Fig. 1: met1 routing
Supply wires on this layer in grey.
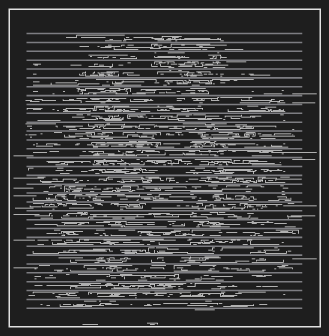
Fig. 2: metal 2
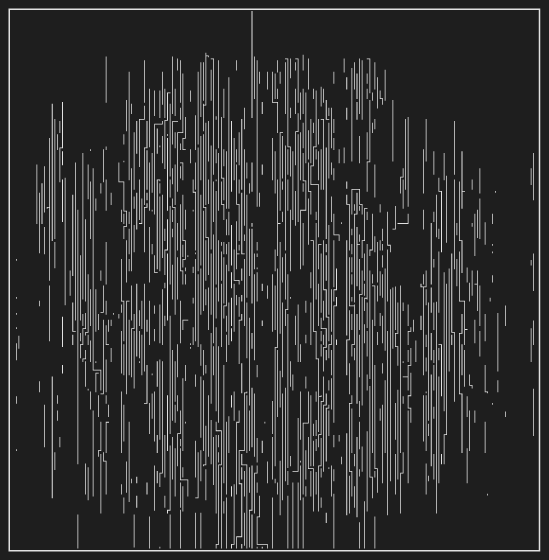
Fig. 3: signal wires on met3
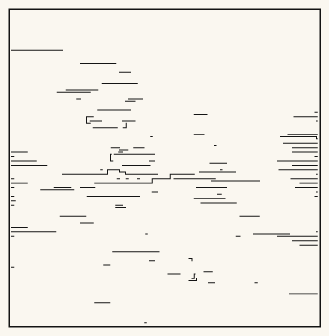
File: src/rtl/flash_score_store.sv
`default_nettype none
// +--------------------------------------------------------------------------+
// | flash_score_store: saves/loads a multi-byte score record in NOR flash     |
// | through a go/done byte access stage. Option: FLASH_STORE_VERIFY_EN.      |
// | Revision: 1.0                                                             |
// +--------------------------------------------------------------------------+
module flash_score_store #(
    parameter logic [7:0] BASE_ADDR  = 8'h00,
    parameter int         NUM_BYTES  = 2,
    parameter int         POLL_LIMIT = 255
) (
    input  logic                   clk_f,
    input  logic                   rst,
    input  logic                   save_req,
    input  logic                   load_req,
    input  logic [8*NUM_BYTES-1:0] score_in,
    output logic [8*NUM_BYTES-1:0] score_out,
    output logic                   busy,
    output logic                   op_done,
    output logic                   error,
    output logic [7:0]             fl_addr,
    output logic [7:0]             fl_wdata,
    output logic                   fl_dir,
    output logic                   fl_go,
    input  logic [7:0]             fl_rdata,
    input  logic                   fl_done
);
    localparam int         W         = 8 * NUM_BYTES;
    localparam logic [3:0] LAST_IDX  = 4'(NUM_BYTES - 1);
    localparam logic [7:0] POLL_MAX  = 8'(POLL_LIMIT);
    localparam logic [7:0] CMD_PROG  = 8'h40;
    localparam logic [7:0] CMD_STAT  = 8'h70;
    localparam logic [7:0] CMD_CLR   = 8'h50;
    localparam logic [7:0] CMD_ARRAY = 8'hFF;

    typedef enum logic [3:0] {
        IDLE, P_SETUP, P_DATA, P_STAT, P_POLL, E_CLR, S_ARRAY,
        L_ARRAY, L_READ,
`ifdef FLASH_STORE_VERIFY_EN
        V_READ,
`endif
        FIN
    } state_t;

    state_t         state, state_n;
    logic           waiting, waiting_n;
    logic [3:0]     idx, idx_n;
    logic [7:0]     poll_cnt, poll_n;
    logic [W-1:0]   record, record_n;
    logic [W-1:0]   shadow, shadow_n;
    logic [W-1:0]   score_n;
    logic           error_n;
    logic           access_done;

    function automatic logic [7:0] byte_of(input logic [W-1:0] v, input logic [3:0] k);
        byte_of = 8'h00;
        for (int i = 0; i < NUM_BYTES; i++) begin
            if (k == 4'(i)) byte_of = v[8*i +: 8];
        end
    endfunction

    assign fl_addr = BASE_ADDR + {4'b0000, idx};

    always_comb begin
        state_n   = state;
        idx_n     = idx;
        poll_n    = poll_cnt;
        record_n  = record;
        shadow_n  = shadow;
        score_n   = score_out;
        error_n   = error;
        fl_dir    = 1'b1;
        fl_wdata  = CMD_ARRAY;
        busy      = (state != IDLE) && (state != FIN);
        op_done   = (state == FIN);
        // Every non-idle, non-final state is one access: go once, then wait for done.
        fl_go       = busy && !waiting;
        access_done = waiting && fl_done;
        waiting_n   = busy && (waiting ? !fl_done : 1'b1);

        case (state)
            IDLE: begin
                if (save_req) begin
                    record_n = score_in;
                    error_n  = 1'b0;
                    idx_n    = '0;
                    poll_n   = '0;
                    state_n  = P_SETUP;
                end else if (load_req) begin
                    error_n  = 1'b0;
                    idx_n    = '0;
                    state_n  = L_ARRAY;
                end
            end
            P_SETUP: begin
                fl_dir   = 1'b0;
                fl_wdata = CMD_PROG;
                if (access_done) state_n = P_DATA;
            end
            P_DATA: begin
                fl_dir   = 1'b0;
                fl_wdata = byte_of(record, idx);
                if (access_done) state_n = P_STAT;
            end
            P_STAT: begin
                fl_dir   = 1'b0;
                fl_wdata = CMD_STAT;
                if (access_done) begin
                    poll_n  = '0;
                    state_n = P_POLL;
                end
            end
            P_POLL: begin
                if (access_done) begin
                    if (!fl_rdata[7]) begin
                        if (poll_cnt == POLL_MAX - 8'd1) begin
                            error_n = 1'b1;
                            state_n = E_CLR;
                        end else begin
                            poll_n = poll_cnt + 8'd1;
                        end
                    end else if (fl_rdata[4] || fl_rdata[3]) begin
                        error_n = 1'b1;
                        state_n = E_CLR;
                    end else begin
                        poll_n = '0;
                        if (idx == LAST_IDX) begin
                            idx_n   = '0;
                            state_n = S_ARRAY;
                        end else begin
                            idx_n   = idx + 4'd1;
                            state_n = P_SETUP;
                        end
                    end
                end
            end
            E_CLR: begin
                fl_dir   = 1'b0;
                fl_wdata = CMD_CLR;
                if (access_done) begin
                    idx_n   = '0;
                    state_n = S_ARRAY;
                end
            end
            S_ARRAY: begin
                fl_dir   = 1'b0;
                fl_wdata = CMD_ARRAY;
                if (access_done) begin
`ifdef FLASH_STORE_VERIFY_EN
                    state_n = error ? FIN : V_READ;
`else
                    state_n = FIN;
`endif
                end
            end
`ifdef FLASH_STORE_VERIFY_EN
            V_READ: begin
                if (access_done) begin
                    if (fl_rdata != byte_of(record, idx)) error_n = 1'b1;
                    if (idx == LAST_IDX) begin
                        idx_n   = '0;
                        state_n = FIN;
                    end else begin
                        idx_n   = idx + 4'd1;
                    end
                end
            end
`endif
            L_ARRAY: begin
                fl_dir   = 1'b0;
                fl_wdata = CMD_ARRAY;
                if (access_done) state_n = L_READ;
            end
            L_READ: begin
                if (access_done) begin
                    for (int i = 0; i < NUM_BYTES; i++) begin
                        if (idx == 4'(i)) shadow_n[8*i +: 8] = fl_rdata;
                    end
                    // Whole record lands in score_out at once, on entry to FIN.
                    if (idx == LAST_IDX) begin
                        score_n = shadow_n;
                        idx_n   = '0;
                        state_n = FIN;
                    end else begin
                        idx_n   = idx + 4'd1;
                    end
                end
            end
            FIN:     state_n = IDLE;
            default: state_n = IDLE;
        endcase
    end

    always_ff @(posedge clk_f or posedge rst) begin
        if (rst) begin
            state     <= IDLE;
            waiting   <= 1'b0;
            idx       <= '0;
            poll_cnt  <= '0;
            record    <= '0;
            shadow    <= '0;
            score_out <= '0;
            error     <= 1'b0;
        end else begin
            state     <= state_n;
            waiting   <= waiting_n;
            idx       <= idx_n;
            poll_cnt  <= poll_n;
            record    <= record_n;
            shadow    <= shadow_n;
            score_out <= score_n;
            error     <= error_n;
        end
    end
endmodule
`default_nettype wire

File: config.mk
export PLATFORM = sky130hd
export DESIGN_NAME = flash_score_store
export DESIGN_NICKNAME = d
export VERILOG_FILES = /design/src/rtl/flash_score_store.sv
export SDC_FILE = /design/constraint.sdc
export NUM_CORES = 1
export LEC_CHECK = 0
export ABC_AREA = 1
export ABC_CLOCK_PERIOD_IN_PS = 2000
export CAP_MARGIN = 20
export CORE_AREA = 5 5 90 92
export DETAILED_ROUTE_END_ITERATION = 10
export DIE_AREA = 0 0 95 97
export GPL_TIMING_DRIVEN = 0
export PLACE_DENSITY = 0.74
export SETUP_SLACK_MARGIN = 0.3
export SYNTH_ARGS = -nofsm -noshare
export SYNTH_HDL_FRONTEND = slang
export SYNTH_SLANG_ARGS = --single-unit
File: constraint.sdc
create_clock -name clk_f -period 2 [get_ports clk_f]
set_clock_uncertainty 0.2 [all_clocks]
set_input_delay 0.4 -clock clk_f [delete_from_list [all_inputs] [get_ports clk_f]]
set_output_delay 0.4 -clock clk_f [all_outputs]
set_load 0.01 [all_outputs]
==> results.ini <==
[run_status]
status=finished, violations left
violations=setup timing

[setup_path]
critPathLaunchType=register
timing.rr.start=state[3]
end_kind=output pin
crit_fanout=7
required_ps=1400
cp.arrival_ps=1650
rr_worst_depth=13
r2r_slack_ps=-150
regToRegEndpoint=poll_cnt[6]
critical_path_class=reg2out

[final_timing]
period_needed_ps=2250
fin_ws_ps=-253
max_freq_ghz=0.444
post-route-period-util_pct=113
worst_hold_slack_ps=288
final-setup-viol-count=66
report.final.slew_viol_count=0
relSlewSlack_pct=57.2
hold_viol=0
rsz0062_at_grt=true
worst-slew-pin-transition_ps=641

[synth]
yosys.area_share.aoi_pct=10.8
ys_sh_simple_pct=29.8
logic_family=simple AND/OR/NAND/NOR gates
synth_flops=58
adder_share_pct=0.782
synth_area_sq_um=3200
mux_area_share_pct=1.06
ys_area_sq_um=3200
yosysUniqueCellTypes=28
yosysWarningCount=0
yosysSeqAreaShare_pct=45.3
netlist_instances=424
ys_cells=424
avgSynthCellArea_sq_um=7.55
xor_area_share_pct=1.64

[global_routing]
grt_max_degree=32
antenna_found_initial=0
overflow=0
grt_pass1_vias=3532
grt_first_pass_wirelength_um=16600
grt_use_total_pct=22.8

[clocking]
cts.sinks=58
cts_buffer_depth=2
clock_latency_ps=350
cts_max_level=3
path_clk_slew_ps=70
cts_tree=yes
clockRootBuffer=clkbuf_8
cts_buffers=9

[die]
die_w_um=95
dieHeight_um=97
ioPinCount=66
std_cell_rows=31
core_area_sq_um=7140
die-area_sq_um=9220
fp_util_pct=44.8

[routing]
wl_per_cell_um=16.4
ant_nets=0
first_pass_iters=4
vias_per_cell=5.20
drt_iter0_markers=204
drc=0

[run]
openroad.warnings=30
drv_cap=0

[layout]
regArea_sq_um=1460
logic_area_sq_um=2060
nets=599
nFillCells=428
design_area_sq_um=5670
drive_gt1_share_pct=49.6
diodes=0
syn_to_final_growth_pct=77.3
stdcell_count=672
final_core_util_pct=79.5

[place]
placed_cells=588
place_ws_ps=-448
place_congestion=0.868
post_dp_cell_area_sq_um=4070
port-buffer-count=61
hpwl_um=5760

[min_path]
hold_class=in2async

[power_and_ir_drop]
p_leak_nw=2.81
vdd_ir_drop_max_v=0.00104
p_per_area_nw_per_um2=1400

Back to the opening pictures, Fig. 1:
nets with wire on the layer	542
share of all routed wire	39%
drt total wl: 11000 um
met1 GRT Util: 27.5%
routed via count: 3494

Back to the opening pictures, Fig. 2:
longest straight run	45.6 um
nets with wire on the layer	545
wire length on this layer	5730 um
share of all routed wire	52%
main direction	vertical
Global Route met2 Usage: 38.6%

Back to the opening pictures, Fig. 3:
nets with wire on the layer	79
share of all routed wire	5.4%
longest straight run	17.7 um
main direction	horizontal
wire length on this layer	590 um
met3 usage: 4.11%

power breakdown:
| group | switching (W) | leakage (nW) | internal [W] |
|---|---|---|---|
| clock network | 0.000508 | 0.121 | 0.000865 |
| logic | 0.00260 | 1.95 | 0.00228 |
| registers | 0.000214 | 0.736 | 0.00149 |
cell usage after synthesis, drive strengths merged:
master / instances / area [sq um]
a21oi: 15 / 75.1
and2: 1 / 6.26
buf: 12 / 110
clkbuf: 5 / 20.0
conb: 1 / 3.75
dfrtp: 58 / 1450
ha: 2 / 25.0
inv: 54 / 203
mux2: 3 / 33.8
nand2: 140 / 541
nand3: 32 / 160
nor2: 50 / 233
nor3: 2 / 15.0
o21ai: 37 / 234
o22ai: 6 / 37.5
xnor2: 2 / 17.5
xor2: 4 / 35.0
state kept, by name, indices dropped and copies added, names as in the netlist:
| register | flops |
|---|---|
| state | 4 |
| score_out | 16 |
| poll_cnt | 8 |
| idx | 4 |
| waiting | 1 |
| error | 1 |
| shadow | 8 |
| record | 16 |
metrics by stage:
step	total power, W	setup TNS, ps
after global routing	0.00836	-10240
after global placement	0.00451	-11780
after detailed placement	0.00456	-11470
after CTS	0.00731	-2120
final	0.00796	-6510
after floorplan	0.00354	0
critical path: stages, from the launching register on:
cell and delay (ps):
dfrtp_2 430, nor2_4 160, nand2_2 100, buf_6 150, buf_6 120, o22ai_4 90, nand2_1 90, nand2_2 70
buf_6 100
routing by layer:
layer | track usage (%) | part of all wire, % | up-vias
met5 | 0 | 0 | -
met4 | 11.3 | 3.8 | 0
met3 | 4.11 | 5.4 | 42
met2 | 38.6 | 52 | 133
met1 | 27.5 | 39 | 1700
li1 | - | - | 1619
timing repair:
| action | in CTS | in global routing |
|---|---|---|
| resized | 263 | 64 |
| setup endpoints to repair | 88 | 70 |
| gates cloned | 6 | 0 |
| hold buffers | 0 | 0 |
| buffers inserted | 53 | 9 |
| pin swaps | 48 | 31 |
cells in the final DEF, fill, tap and decap left out, types with 3 or more instances in the layout:
cell / count
nor2_2: 7
dfrtp_2: 7
o22ai_1: 3
inv_4: 4
a21oi_2: 12
nand3_2: 12
o21ai_1: 4
xor2_1: 4
clkbuf_8: 10
mux2_2: 3
inv_1: 41
inv_2: 7
clkdlybuf4s50_1: 28
buf_4: 30
nor2_1: 19
nand3_1: 18
buf_2: 4
buf_8: 5
nand2_4: 18
o21ai_0: 10
nand2_2: 39
buf_6: 52
clkbuf_1: 3
buf_12: 6
o21ai_2: 22
nor2_4: 24
bufinv_16: 3
dfrtp_1: 51
conb_1: 4
dlygate4sd2_1: 17
nand2_1: 82
how the worst max path moves through the flow:
stage / startpoint / slack [ps] / end / cells past startpoint
CTS: idx[3] / -210 / fl_wdata[5] / 8
finish: idx[2] / -250 / fl_wdata[5] / 8
global route: idx[0] / -310 / fl_wdata[5] / 9
global placement: state[2] / -430 / fl_wdata[5] / 6
floorplan: idx[2] / 280 / fl_wdata[4] / 6
detailed placement: state[2] / -450 / fl_wdata[5] / 6
cell type report:
class	instances	share of cell area, %
plain buffers	17	4.04
well taps	99	2.18
clock inverters	4	1.74
multi-input cells	298	36.3
repair buffers	130	23.5
flip-flops and latches	58	25.7
inverters	54	3.95
clock buffers	12	2.56
Power figures rest on the tool's default switching activity, not on a simulated workload.
